==> config.mk <==
export PLATFORM = sky130hd
export DESIGN_NAME = ntt_ctrl_flat
export DESIGN_NICKNAME = d
export VERILOG_FILES = /design/src/rtl/ntt_ctrl_pkg.sv /design/src/rtl/ntt_ctrl_if.sv /design/src/rtl/ntt_delay_line.sv /design/src/rtl/ntt_ctrl.sv /design/src/flat_wrapper.sv
export SDC_FILE = /design/constraint.sdc
export NUM_CORES = 1
export LEC_CHECK = 0
export CORE_UTILIZATION = 40
export DETAILED_ROUTE_END_ITERATION = 10
export GPL_TIMING_DRIVEN = 1
export SYNTH_ARGS = -nofsm -noshare
export SYNTH_HDL_FRONTEND = slang
export SYNTH_SLANG_ARGS = --single-unit
==> constraint.sdc <==
create_clock -name clk_i -period 6.1 [get_ports clk_i]
set_input_delay 1.525 -clock clk_i [delete_from_list [all_inputs] [get_ports clk_i]]
set_output_delay 1.525 -clock clk_i [all_outputs]
set_load 0.005 [all_outputs]
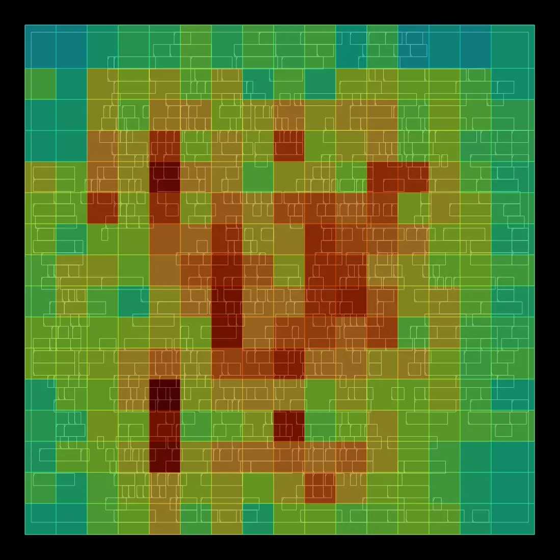
*Routing congestion map, run 1*
gr usage total: 21.9%
M1 GR Usage: 28.7%
Post-Route Utilization: 51.0%
GRT Max-Usage Layer: met2
WL per Instance: 16.9 um

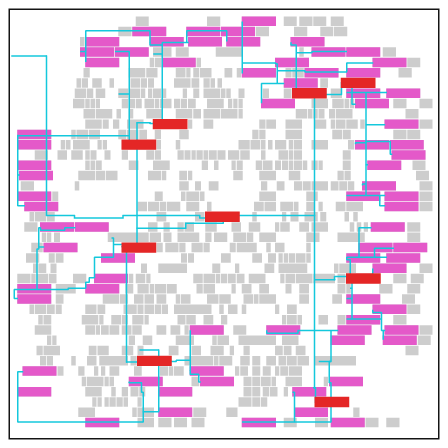
*Clock wires, drivers and flops, run 1*
Red marks cells driving clock nets, count 9. Magenta marks flip-flops, count 76. Cyan marks clock wires, length 1040 um.
There are 10 routed clock nets.
clk_lat worst skew: 0.34 ns
clock power share: 52.3%
Final Skew: 0.00419 ns

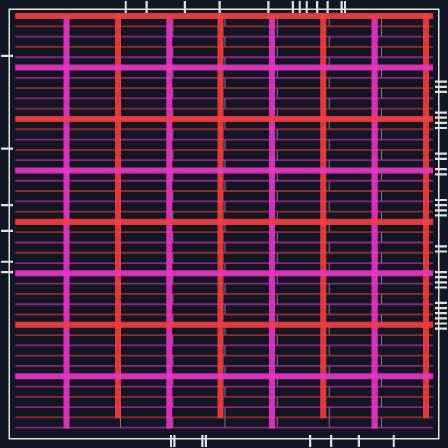
*Power grid, run 1*
Pins as bars on the die edge. Tap cells in grey.
Red marks VDD. Magenta marks VSS.
53 signal pins sit on the boundary. 41 met1 rails follow the rows. The core has 40 rows. 8 straps on met4.
core area: 0.0120 mm^2
die width: 113 um

==> run summary, run 1 <==
run results: cell type with the largest total area dfrtp_1, die area 0.0128 mm^2, placed insts 743, cells after synthesis 531, largest cells by area after synthesis dfrtp_1 39%, ha_1 9.1%, nor2_1 3.5%, nand2_1 3.0%, a21oi_1 2.8%, top routing layer used met4, EDFF count, synth 0, I/O Buffers 52, nets@finish 649, Yosys Instances 531, sw frac 19.3%, Hold Path Cell Cnt 0, Synth top cells by count 76 x dfrtp_1, 46 x nor2_1, 39 x nand2_1, 36 x ha_1, 36 x inv_1, Adder Area Share 9.93%, setup TNS 0 ns, DR vias/cell 5.64, RSZ-0062 raised after global routing false, number of flip-flops in the largest register 17, Tot Pwr 0.00108 W, Final WS setup 0.451 ns, AND/OR/NAND/NOR Cells, Area Fraction 17.8%, WP data required 6.36 ns, Post-Layout Inst Area 0.00613 mm^2, Fillers 1121, fmax 0.177 GHz, Met3 Wirelength 513 um, max_cap viols 0, type of destination of the critical path register, sequential area share after synthesis 38.5%, CTS Hold Bufs 0, met3 usage 3.32%, Comb. pwr 0.0000122 W, Setup WS pre-CTS 0.161 ns, Reg power frac 46.5%, number of well taps 147, Finish-stage setup viols 0, Pleak 2.82 nW, clock group power 0.000567 W, run status finished, final reports clean, Leading cell kind logic gates, Met2 Wirelength 5.83 mm
==> inputs of run 2 (changes only) <==
--- a/config.mk
+++ b/config.mk
@@ -6,8 +6,10 @@
 export NUM_CORES = 1
 export LEC_CHECK = 0
 export CORE_UTILIZATION = 40
+export CTS_CLUSTER_SIZE = 28
 export DETAILED_ROUTE_END_ITERATION = 10
 export GPL_TIMING_DRIVEN = 1
 export SYNTH_ARGS = -nofsm -noshare
 export SYNTH_HDL_FRONTEND = slang
+export SYNTH_HIERARCHICAL = 1
 export SYNTH_SLANG_ARGS = --single-unit
==> run 2 against run 1 <==
  * Sequential power about the same
  * Cell count down 10%
  * Non-clock buffer count down 16
  * Worst hold slack worse by 0.0013 ns
  * Wire length down 14%
  * Combinational power about the same
  * Critical path type unchanged
  * Via count down 12%
  * Synthesized cell count down 12%
  * Register-to-register slack better by 0.12 ns
  * Critical endpoint is now u_core/bus.rd_addr_b_o[7]$_DFF_PP0_
  * Die size down 9.5%
  * Total power down 18%
  * Core utilization down 0.93 points
==> run summary, run 2 <==
run results: EDFF count, synth 0 (unchanged), Met2 Wirelength 5.18 mm (was 5.83 mm), Fillers 1071 (was 1121), Pleak 2.42 nW (was 2.82 nW), Vias 3747 (was 4278), type of destination of the critical path register (unchanged), I/O Buffers 52 (unchanged), cell type with the largest total area dfrtp_1 (unchanged), met3 usage 4.48% (was 3.32%), Final ANT Viol Nets 0 (unchanged), fmax 0.177 GHz (about the same), CTS Hold Bufs 0 (unchanged), AND/OR/NAND/NOR Cells, Area Fraction 16.9% (was 17.8%), ys flops 76 (unchanged), DR vias/cell 5.51 (was 5.64), sequential area share after synthesis 42.6% (was 38.5%), nets@finish 573 (was 649), cells after synthesis 465 (was 531), RSZ-0062 raised after global routing false (unchanged), run status finished, final reports clean (unchanged), die width 108 um (was 113 um), placed insts 664 (was 743), Final WS setup 0.446 ns (was 0.451 ns), Setup WS pre-CTS 0.0831 ns (was 0.161 ns), gr usage total 20.9% (was 21.9%), number of flip-flops in the largest register 17 (unchanged), Tot Pwr 0.000884 W (was 0.00108 W), max_cap viols 0 (unchanged), clock group power 0.000368 W (was 0.000567 W), Hold Path Cell Cnt 0 (unchanged), Reg power frac 57.0% (was 46.5%), GRT Max-Usage Layer met2 (unchanged), Adder Area Share 9.87% (was 9.93%), Final Skew 0.0117 ns (was 0.00419 ns), number of well taps 140 (was 147), Top Consumer registers (was clock), sw frac 25.1% (was 19.3%), Yosys Instances 465 (was 531), die area 0.0116 mm^2 (was 0.0128 mm^2), mi-comb count 341 (was 390), largest cells by area after synthesis dfrtp_1 43%, ha_1 9.0%, a21oi_1 3.4%, o21ai_0 3.1%, xnor2_1 3.1% (was dfrtp_1 39%, ha_1 9.1%, nor2_1 3.5%, nand2_1 3.0%, a21oi_1 2.8%), top routing layer used met4 (unchanged), Synth top cells by count 76 x dfrtp_1, 36 x nand2_1, 33 x nor2_1, 32 x ha_1, 32 x inv_1 (was 76 x dfrtp_1, 46 x nor2_1, 39 x nand2_1, 36 x ha_1, 36 x inv_1), Post-route DRC 0 (unchanged), Finish-stage setup viols 0 (unchanged), Comb. pwr 0.0000121 W (was 0.0000122 W), WP data required 6.36 ns (about the same), clock-pin slew on the worst setup and hold paths 0.09 ns (was 0.06 ns), Met3 Wirelength 710 um (was 513 um)
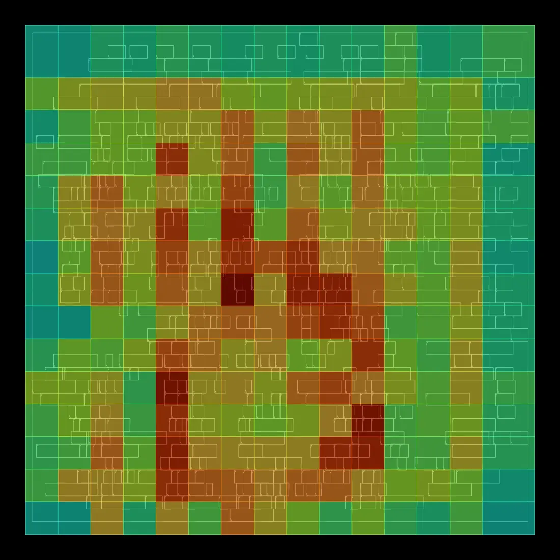
*Routing congestion map, run 2*
Post-Route Utilization: 50.1%
GR met2 Demand/Resource: 33.7%
WL per Instance: 16.3 um

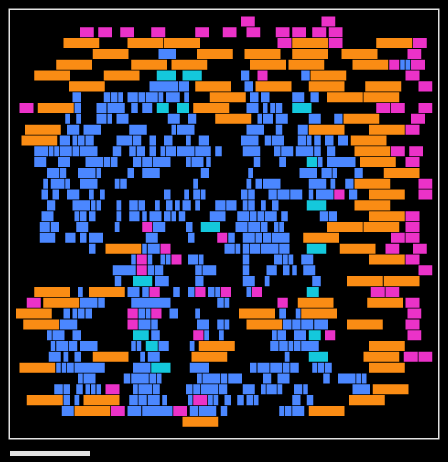
*Cell classes on the final placement, run 2*
Bar = 20 um.
Blue marks all other logic, cells 377. Cyan marks clock drivers and dummy loads, cells 16. Orange marks flops, cells 76. Magenta marks other buffers and delay cells, cells 71.
Post-Layout Inst Area: 0.00543 mm^2
flop share of the area: 35.0%
core area: 0.0108 mm^2
Rows: 38

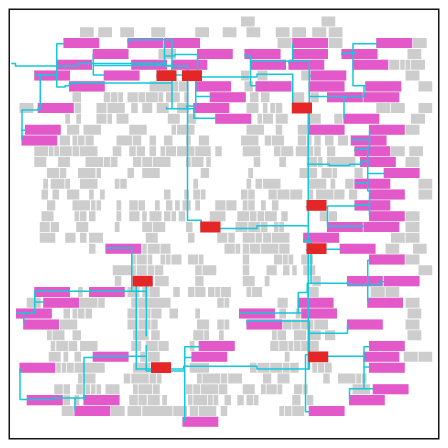
*Clock wires, drivers and flops, run 2*
Magenta marks flip-flops, count 76. Red marks cells driving clock nets, count 9. Cyan marks clock wires, length 987 um.
Position of the flops: all over the die. There are 10 routed clock nets.
clock power share: 41.7%
clk_lat worst skew: 0.37 ns

Power and IR drop assume default switching activity.
